==> config.mk <==
export PLATFORM = sky130hd
export DESIGN_NAME = umi_arbiter
export DESIGN_NICKNAME = d
export VERILOG_FILES = /design/src/rtl/umi_pkg.sv /design/src/rtl/umi_arb_prio.sv /design/src/rtl/umi_arbiter.sv
export SDC_FILE = /design/constraint.sdc
export NUM_CORES = 1
export LEC_CHECK = 0
export CELL_PAD_IN_SITES_DETAIL_PLACEMENT = 1
export CELL_PAD_IN_SITES_GLOBAL_PLACEMENT = 1
export CORE_MARGIN = 2
export CORE_UTILIZATION = 33
export DETAILED_ROUTE_END_ITERATION = 10
export MAX_ROUTING_LAYER = met4
export PLACE_DENSITY = 0.75
export SYNTH_ARGS = -nofsm -noshare
export SYNTH_HDL_FRONTEND = slang
export SYNTH_SLANG_ARGS = --single-unit
==> constraint.sdc <==
create_clock -name clk -period 3 [get_ports clk]
set_input_delay 0.45 -clock clk [delete_from_list [all_inputs] [get_ports clk]]
set_output_delay 0.45 -clock clk [all_outputs]
set_load 0.005 [all_outputs]
==> src/rtl/umi_pkg.sv <==
// Shared UMI definitions: arbiter mode encoding and a small one-hot helper.
package umi_pkg;

    localparam logic UMI_ARB_FIXED = 1'b0;
    localparam logic UMI_ARB_RR    = 1'b1;

    localparam int unsigned UMI_ARB_MAX_N = 32;

    // True when v has at most one bit set.
    function automatic logic umi_onehot0(input logic [UMI_ARB_MAX_N-1:0] v);
        return (v & (v - UMI_ARB_MAX_N'(1))) == '0;
    endfunction

endpackage

==> src/rtl/umi_arb_prio.sv <==
// Combinational masked priority picker: first set bit of req at or above the
// one-hot pointer prio, wrapping from N-1 to 0. Result is one-hot or zero.
module umi_arb_prio #(
    parameter int unsigned N = 4
) (
    input  logic [N-1:0] req_i,
    input  logic [N-1:0] prio_i,
    output logic [N-1:0] gnt_o
);

    logic [2*N-1:0] req2;
    logic [2*N-1:0] thr;
    logic [2*N-1:0] cand;
    logic [2*N-1:0] pick;

    always_comb begin
        req2  = {req_i, req_i};
        // Lower copy keeps bits at/above the pointer; upper copy supplies the wrap.
        thr   = {{N{1'b1}}, ~(prio_i - N'(1))};
        cand  = req2 & thr;
        pick  = cand & (~cand + (2*N)'(1));
        gnt_o = pick[N-1:0] | pick[2*N-1:N];
    end

endmodule

==> src/rtl/umi_arbiter.sv <==
// Round-robin / fixed-priority arbiter feeding a one-hot UMI mux; a grant is held
// until its handshake. Define UMI_ARBITER_CHECK_EN for the sticky error checker.
module umi_arbiter
    import umi_pkg::*;
#(
    parameter int unsigned N = 4
) (
    input  logic         clk,
    input  logic         reset,
    input  logic         mode_i,
    input  logic [N-1:0] mask_i,
    input  logic [N-1:0] umi_in_valid_i,
    output logic [N-1:0] umi_in_ready_o,
    input  logic         umi_out_ready_i,
    output logic [N-1:0] grant_o,
    output logic         error_o
);

    logic [N-1:0] prio_q, prio_d;
    logic [N-1:0] lockgnt_q, lockgnt_d;
    logic         lock_q, lock_d;

    logic [N-1:0] req;
    logic [N-1:0] prio_sel;
    logic [N-1:0] arb_gnt;
    logic [N-1:0] grant;
    logic         hs;

    assign req      = umi_in_valid_i & ~mask_i;
    assign prio_sel = (mode_i == UMI_ARB_RR) ? prio_q : N'(1);

    umi_arb_prio #(
        .N(N)
    ) u_prio (
        .req_i  (req),
        .prio_i (prio_sel),
        .gnt_o  (arb_gnt)
    );

    assign grant          = lock_q ? (lockgnt_q & umi_in_valid_i) : arb_gnt;
    assign hs             = |(grant & umi_in_valid_i) & umi_out_ready_i;
    assign grant_o        = grant;
    assign umi_in_ready_o = grant & {N{umi_out_ready_i}};

    always_comb begin
        prio_d    = prio_q;
        lock_d    = lock_q;
        lockgnt_d = lockgnt_q;
        if (hs) begin
            lock_d    = 1'b0;
            lockgnt_d = '0;
            if (mode_i == UMI_ARB_RR) begin
                prio_d = {grant[N-2:0], grant[N-1]};
            end
        end else if (|grant) begin
            lock_d    = 1'b1;
            lockgnt_d = grant;
        end else begin
            // Nothing granted, or the held requester dropped valid: release.
            lock_d    = 1'b0;
            lockgnt_d = '0;
        end
    end

    always_ff @(posedge clk or posedge reset) begin
        if (reset) begin
            prio_q    <= N'(1);
            lock_q    <= 1'b0;
            lockgnt_q <= '0;
        end else begin
            prio_q    <= prio_d;
            lock_q    <= lock_d;
            lockgnt_q <= lockgnt_d;
        end
    end

`ifdef UMI_ARBITER_CHECK_EN
    logic error_q, error_d;
    logic drop;
    logic gnt_ok;

    assign drop    = lock_q & ~|(lockgnt_q & umi_in_valid_i);
    assign gnt_ok  = umi_onehot0(UMI_ARB_MAX_N'(grant));
    assign error_d = error_q | ~gnt_ok | drop;
    assign error_o = error_q;

    always_ff @(posedge clk or posedge reset) begin
        if (reset) begin
            error_q <= 1'b0;
        end else begin
            error_q <= error_d;
        end
    end

    always @(posedge clk) begin
        if (!reset) begin
            assert (gnt_ok) else $error("umi_arbiter: grant not one-hot: %b", grant);
            assert (!drop) else $warning("umi_arbiter: locked requester dropped valid");
        end
    end
`else
    assign error_o = 1'b0;
`endif

endmodule

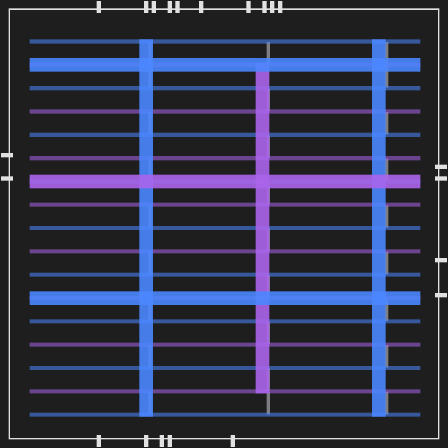
run_1/floorplan.png
Pins as bars on the die edge. Tap cells in gray.
[VSS] blue
[VDD] purple
tap cells: 27
met1 rails: 17

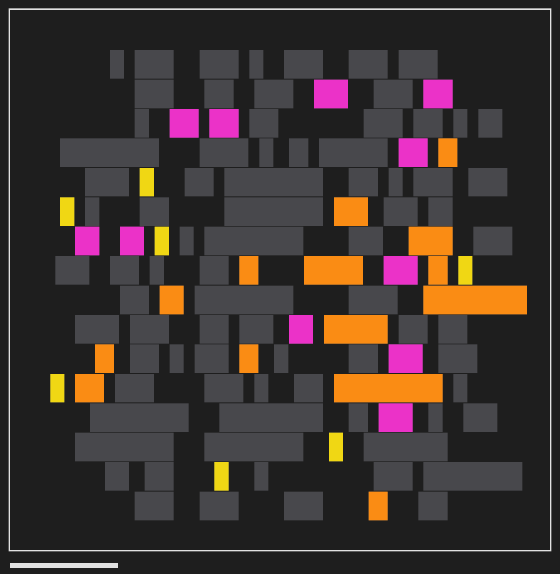
run_1/gates.png
The bar under the picture is 10 um long.
[inv cells] yellow | cells: 7
[and/or cells] magenta | cells: 11
[aoi and oai cells] orange | cells: 14
dominant logic cell type in the layout: clkdlybuf4s50_1
combinational share of cell area: 45.8%
Finished Layout Cells: 138

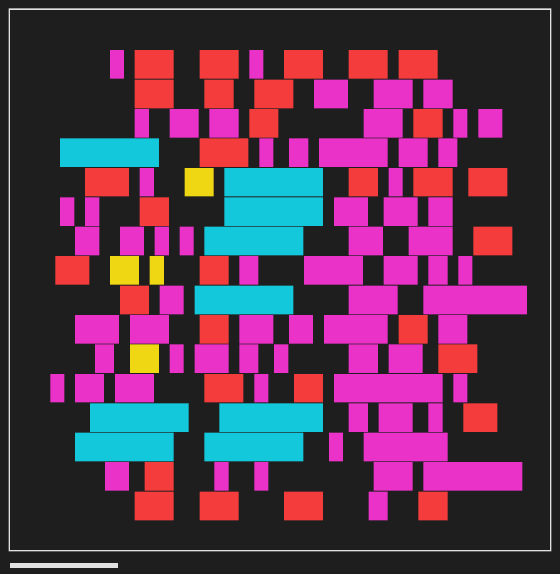
run_1/class_map.png
The bar under the picture is 10 um long.
[remaining logic cells] magenta | cells: 67 | share of their area: 50%
[clock drivers and dummy loads] yellow | cells: 4 | share of their area: 2.5%
[sequential cells] cyan | cells: 9 | share of their area: 21%
[remaining buffers and delay cells] red | cells: 31 | share of their area: 27%
row count: 16
fin util: 55.3%
Finished Cell Area: 1100 um2
Seq area share: 20.7%
area of the core: 1980 um2

## run 1: power by group
| part | total [W] | switching [W] | internal [W] |
|---|---|---|---|
| clock | 0.0000896 | 0.0000386 | 0.0000510 |
| sequential | 0.000199 | 0.0000429 | 0.000156 |
| combinational | 0.000307 | 0.000141 | 0.000166 |
| total | 0.000596 | 0.000222 | 0.000373 |
## run 1: cell usage after synthesis, types with 2 or more instances
cell / count / share of area, %
nand2b_1: 2 / 1.8
dfrtp_1: 8 / 29
a31o_1: 2 / 2.5
nor2_1: 4 / 2.2
nand2_1: 9 / 4.9
o21ai_0: 5 / 3.6
and2b_2: 2 / 2.5
mux2i_1: 2 / 2.9
or2b_1: 2 / 2.2
and2_1: 3 / 2.7
and2_2: 2 / 2.2
nand3_1: 2 / 1.4
inv_1: 7 / 3.8
a21oi_1: 2 / 1.4
nor4_1: 2 / 1.8
## run 1: what timing repair did
action,4_1_cts,5_1_grt
endpoints found under the hold margin,0,0
cloned,0,0
endpoints found under the setup margin,8,7
pin swaps,4,2
buffers inserted,3,1
gates resized,10,7
## run 1: layout make-up
class / count / area [um2]
Multi-Input combinational cell: 60 / 502
Inverter: 7 / 26.3
Timing Repair Buffer: 31 / 282
Tap cell: 27 / 33.8
Sequential cell: 9 / 226
Clock buffer: 4 / 26.3
Fill cell: 226 / 886
## run 1: placed cells by master, fill, tap and decap left out, types with 2 or more instances in the layout
master           instances
and2_2                   2
nor3_2                   2
a31o_1                   2
nand2b_1                 2
mux2i_1                  2
o21ai_0                  4
nor2_1                   4
nand2_1                  9
and2b_2                  2
clkbuf_4                 3
dfrtp_1                  8
and2_1                   3
or2b_1                   2
inv_1                    7
dlygate4sd2_1            2
clkdlybuf4s50_1         15
buf_4                   12
nand3_1                  2
==> CHANGELOG.md, run 1 <==
### Changed

* Worst Setup EP: umi_in_ready_o[1]
* Final Total Pwr at 0.000596 W
* ANT nets after route at 0
* Worst reg2reg endpoint: prio_q[0]$_DFFE_PP1P_
* Top Ports at 21
* GRT busiest layer: met2
* YS chip area at 696 um2
* Crit-path max FO at 4
* Pre-antenna DRT Iters at 3
* Initial antenna violation count at 0
* Met2 Use GR at between 30% and 40%
* Dpl hpwl at 1.67 mm
* Worst path max stage delay at between 400 and 500 ps
* CTS tree: built
* Clk pin slew, worst setup/hold paths at 60 ps
* Crit-path slowest cell: clkdlybuf4s50_1
* Tmin final at 2950 ps
* Post-synthesis net count at 91
* Hold Crit Class: in -> async
* Vias in the first global route at 787
* Pleak at between 0.5 and 0.6 nW
* Num CTS Buffers at 3
* Status: completed
* Placed insts at 130
* Vias at ~700
* Initial Utilization at 35.1%
* Clk_skew at 3.04 ps
* Yosys reg bits at 9
* Detail Route met2 WL at 1.17 mm
* Tool warning count at 28
* DRC viols at 0
* Hold_buf cts at 0
* Max_cap viols at 0
* Met1 track demand over resource at 22.5%
* Fin crit share at between 90 and 100%
==> run 1 -> run 2 <==
==> constraint.sdc (replaced) <==
create_clock -name clk -period 3 [get_ports clk]
set_input_delay 0.9 -clock clk [delete_from_list [all_inputs] [get_ports clk]]
set_output_delay 0.9 -clock clk [all_outputs]
set_load 0.005 [all_outputs]
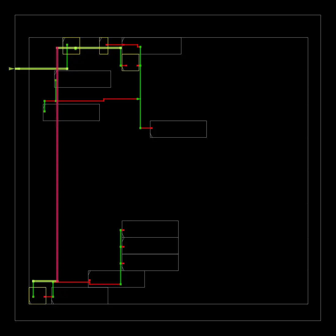
run_2/clock_nets.png
CTS sink cnt: 9
Num CTS Buffers: 3
clk_skew: 11.3 ps
clk pwr: 0.0000991 W

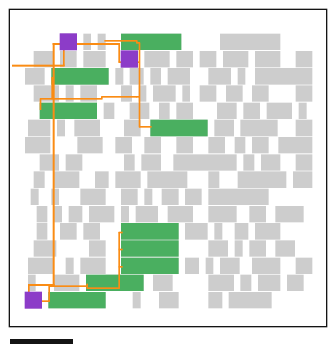
run_2/clock_wires.png
The bar under the picture is 10 um long.
[flip-flops] green | count: 9
[clock-net drivers] purple | count: 3
[clock wires] orange | length: 139 um
routed clock nets: 4

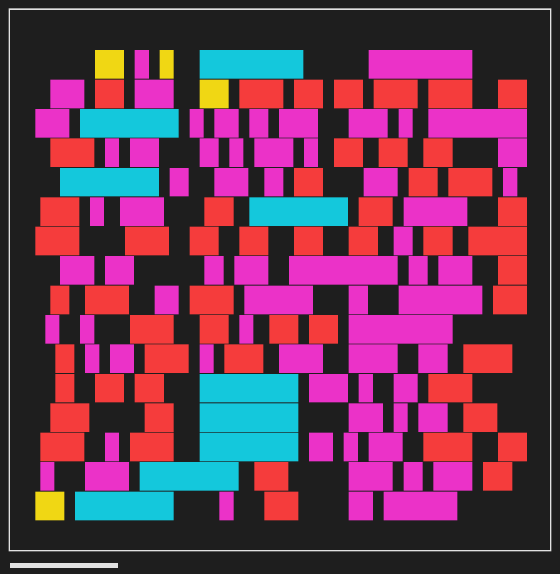
run_2/class_map.png
The bar under the picture is 10 um long.
[clock drivers and dummy loads] yellow | cells: 4 | share of their area: 2.0%
[remaining buffers and delay cells] red | cells: 53 | share of their area: 37%
[sequential cells] cyan | cells: 9 | share of their area: 18%
[remaining logic cells] magenta | cells: 67 | share of their area: 44%

==> run 2 against run 1 <==
Against the previous run:
- the flow now finishes with violations (setup timing)
- utilization increased by 12 points
- via count increased by 18%
- setup slack got worse by 510 ps
- first-iteration DRC count increased by 100%
- synthesized cell count unchanged
- final area increased by 21%
- critical path depth increased by 3
- sequential power decreased by 4%
- sequential share of layout area decreased by 3.6 points
- clock skew increased by 8.2 ps
==> CHANGELOG.md, run 2 <==
### Changed

* Tool warning count at 29 (was 28)
* CTS tree: built (unchanged)
* Detail Route met2 WL at 1.48 mm (was 1.17 mm)
* Vias at 828 (was 701)
* Finished Layout Cells at 160 (was 138)
* Critical path buffers and inverters at 4 (was 2)
* Initial antenna violation count at 0 (unchanged)
* Vias in the first global route at 917 (was 787)
* Area of the core at 1980 um2 (unchanged)
* Clk pin slew, worst setup/hold paths at 70 ps (was 60 ps)
* Met3 wire length at 100 um (was 12 um)
* Post-synth top cells: 9 x nand2_1, 8 x dfrtp_1, 7 x inv_1 (unchanged)
* Most frequent cell after synthesis: nand2_1 (unchanged)
* Dpl hpwl at 1.84 mm (was 1.67 mm)
* Initial Utilization at 35.1% (unchanged)
* Initial drt markers at 4 (was 2)
* Post-synth top area cell: dfrtp_1 (unchanged)
* Row count at 16 (unchanged)
* Tmin final at 3460 ps (was 2950 ps)
* Largest cells by area after synthesis: dfrtp_1 29%, nand2_1 4.9%, a2111oi_4 4.0%, dfstp_2 3.8%, inv_1 3.8% (unchanged)
* R2r setup slk at 540 ps (was 620 ps)
* Crit-path slowest cell: o311ai_4 (was clkdlybuf4s50_1)
* Placed insts at 140 (was 130)
* Final Setup Violations at 8 (was 0)
* Syn. warnings at 0 (unchanged)
* Port Buffer Count at 19 (unchanged)
* Fin crit share at 115% (was 98.3%)
* Top Ports at 21 (unchanged)
* Top Layout Cells: 25 x buf_4, 14 x buf_6, 8 x nand2_1, 8 x dfrtp_1 (was 15 x clkdlybuf4s50_1, 12 x buf_4, 9 x nand2_1)
* Yosys reg bits at 9 (unchanged)
* Max_cap viols at 0 (unchanged)
* Post-synthesis net count at 91 (unchanged)
* Post-DR vias/cell at 5.18 (was 5.08)
* YS chip area at 696 um2 (unchanged)
* Failing checks: setup timing
* Status: complete, but fails checks (was completed)
* Worst setup margin at -455 ps (was 50.2 ps)
* Hold_buf cts at 0 (unchanged)
* Fin util at 67.0% (was 55.3%)
* Final Total Pwr at 0.000708 W (was 0.000596 W)
* Area share, top type at 28.8% (unchanged)
* ANT nets after route at 0 (unchanged)
==> run 2: cell counts after synthesis <==
Identical to the previous run, type by type.
==> run 2: worst max path at each step <==
stage,depth (start not counted),from,slack (ps),endpoint
2_1_floorplan,7,mode_i,-80,umi_in_ready_o[2]
3_3_place_gp,9,mode_i,-1080,umi_in_ready_o[2]
3_5_place_dp,9,mode_i,-1140,umi_in_ready_o[3]
4_1_cts,10,mode_i,-550,umi_in_ready_o[3]
5_1_grt,10,mode_i,-500,umi_in_ready_o[3]
6_report,10,mode_i,-460,umi_in_ready_o[0]
==> run 2: tightest hold or removal path, delay by kind of cell (launching register included) <==
family,cells,cell delay [ps]
AND-OR/OR-AND,1,70
flip-flops,1,420
buffers and inverters,1,70
==> run 2: per-layer routing <==
layer	global-route usage (%)	vias to the layer above
met5	-	-
met4	15.3	0
met3	2.73	13
met2	43.1	37
met1	30.3	395
li1	-	383
==> run 2: layout make-up <==
type	count	area [um2]	area share (%)
Multi-Input combinational cell	60	541	40.7
Timing Repair Buffer	53	474	35.7
Sequential cell	9	226	17.1
Tap cell	27	33.8	2.54
Clock buffer	4	26.3	1.98
Inverter	7	26.3	1.98
==> run 2: what timing repair did <==
item | CTS | global route
buffers inserted | 16 | 5
setup endpoints to repair | 8 | 8
pin swaps | 14 | 11
gates resized | 67 | 16
==> run 2: cell families after synthesis <==
logic type                 Yosys count  share of synthesized area [%]
muxes                                2                           2.88
other                                1                          0.539
DFF                                  9                           32.6
adders and majority gates            1                           1.80
buffers and inverters                9                           5.58
and+or+nand+nor                     35                           30.4
AOI/OAI and AO/OA                   21                           26.3
==> run 2: report_power, final <==
part | internal (W) | switching, W | total, W
registers | 0.000156 | 0.0000360 | 0.000192
logic | 0.000230 | 0.000187 | 0.000417
clock network | 0.0000515 | 0.0000476 | 0.0000991
==> run 2 -> run 3 <==
Settings changed: SKIP_CTS_REPAIR_TIMING set to 1.
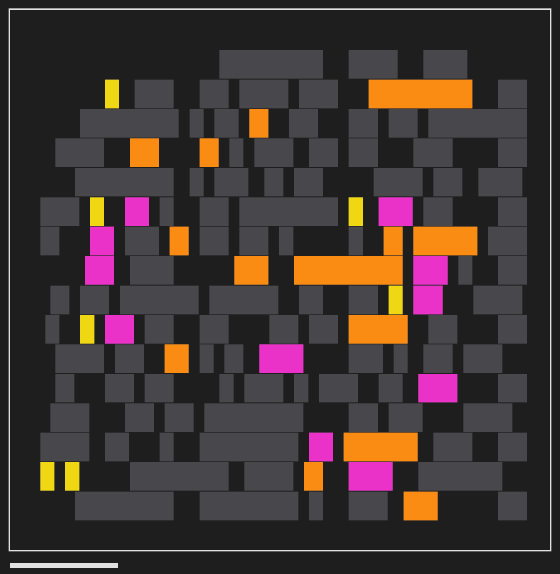
run_3/gates.png
The bar under the picture is 10 um long.
[and/or cells] magenta | cells: 11
[aoi and oai cells] orange | cells: 14
[inv cells] yellow | cells: 7

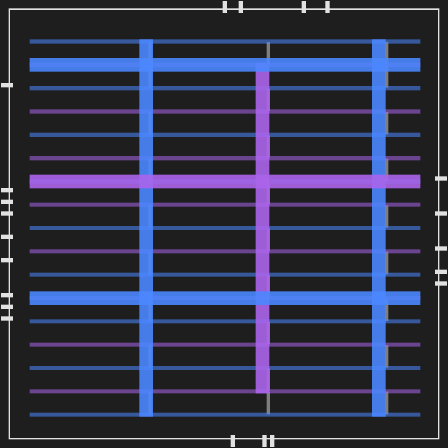
run_3/floorplan.png
Pins as bars on the die edge. Tap cells in gray.
[VSS] blue
[VDD] purple
tap cells: 27
met5 straps: 3
met1 rails: 17

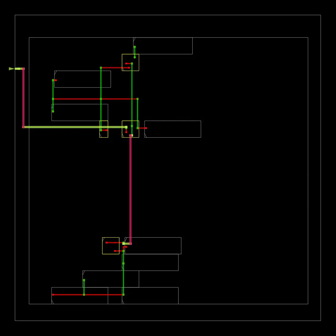
run_3/clock_nets.png
clk_lat worst skew: 260 ps
Flops: 9

==> run 3 against run 2 <==
Against the previous run:
- sequential power about the same
- maximum frequency decreased by 4.4%
- cell count decreased by 1.9%
- non-clock buffer count decreased by 3
- combinational power decreased by 5.8%
- total power decreased by 4.3%
- critical path type unchanged
- setup slack got worse by 160 ps
- worst hold slack improved by 1.7 ps
- critical path depth unchanged
- the flow still finishes with violations (setup timing)
- final area decreased by 3.5%
==> CHANGELOG.md, run 3 <==
### Changed

* Worst reg2reg endpoint: prio_q[0]$_DFFE_PP1P_ (was prio_q[1]$_DFFE_PP0P_)
* Xor+xnor area frac at 0% (unchanged)
* Finished Layout Cells at 157 (was 160)
* CTS sink cnt at 9 (unchanged)
* Initial drt markers at 13 (was 4)
* Final Setup Violations at 8 (unchanged)
* Post-synth top cells: 9 x nand2_1, 8 x dfrtp_1, 7 x inv_1 (unchanged)
* Initial Utilization at 35.1% (unchanged)
* Max_cap viols at 0 (unchanged)
* Post-DR vias/cell at 5.06 (was 5.18)
* Dominant logic cell type in the layout: buf_4 (unchanged)
* Clk_skew at 10.2 ps (was 11.3 ps)
* Post-synthesis net count at 91 (unchanged)
* YS chip area at 696 um2 (unchanged)
* Initial antenna violation count at 0 (unchanged)
* DRC viols at 0 (unchanged)
* MUX share of area at 2.88% (unchanged)
* Clk pin slew, worst setup/hold paths at 60 ps (was 70 ps)
* Tmin final at 3610 ps (was 3460 ps)
* Worst setup margin at -613 ps (was -455 ps)
* Failing checks: setup timing (unchanged)
* Vias at 794 (was 828)
* Status: complete, but fails checks (unchanged)
* Top Ports at 21 (unchanged)
* Pre-antenna DRT Iters at 4 (unchanged)
* Final Total Pwr at 0.000678 W (was 0.000708 W)
* Adder Share, Synth at 1.80% (unchanged)
* Fillcell total at 219 (was 220)
* Area of the core at 1980 um2 (unchanged)
==> run 3: cell counts after synthesis <==
No cell type changed its count.
==> run 3: layer usage <==
| layer | global-route usage (%) | share of wire [%] |
|---|---|---|
| met5 | - | 0 |
| met4 | 10.6 | 0.99 |
| met3 | 2.42 | 2.9 |
| met2 | 37.3 | 53 |
| met1 | 23.0 | 43 |
==> run 3: power by group <==
part	internal [W]	switching, W	total [W]
Sequential	0.000156	0.0000362	0.000192
Combinational	0.000218	0.000175	0.000393
Clock	0.0000512	0.0000411	0.0000923
==> run 3: through the flow <==
stage,utilization [%],worst slack [ps]
6_report,64.6,-613
5_1_grt,64.6,-674
4_1_cts,55.4,-1160
3_5_place_dp,54.0,-1140
3_3_place_gp,54.0,-1080
2_1_floorplan,-,-77.4
==> run 3: worst max path at each step <==
stage                      start                 to  slack (ps)  cells past startpoint
after floorplan           mode_i  umi_in_ready_o[2]         -80                      7
after global placement    mode_i  umi_in_ready_o[2]       -1080                      9
after detailed placement  mode_i  umi_in_ready_o[3]       -1140                      9
after CTS                 mode_i  umi_in_ready_o[3]       -1160                      9
after global routing      mode_i  umi_in_ready_o[3]        -670                     10
final                     mode_i  umi_in_ready_o[3]        -610                     10
==> run 3: cell families after synthesis <==
family | count (synthesis)
flops | 9
simple gates | 35
fa+ha+maj | 1
other cells | 1
mux | 2
buf+inv | 9
compound gates | 21
==> run 3: area by class of cell <==
class,instances,area [um2],share of cell area [%]
sequential,9,226,17.7
multi-input combinational,60,520,40.6
clock buffer,4,26.3,2.05
tap,27,33.8,2.64
inverter,7,26.3,2.05
timing repair buffer,50,448,35.0
==> run 3: tightest hold or removal path, delay by kind of cell, from the launching register on <==
family	cells	cell delay [ps]
flip-flops	1	420
buffers and inverters	1	70
AND-OR/OR-AND	1	70
No activity file was given, so power comes from the tool's default toggle rates.
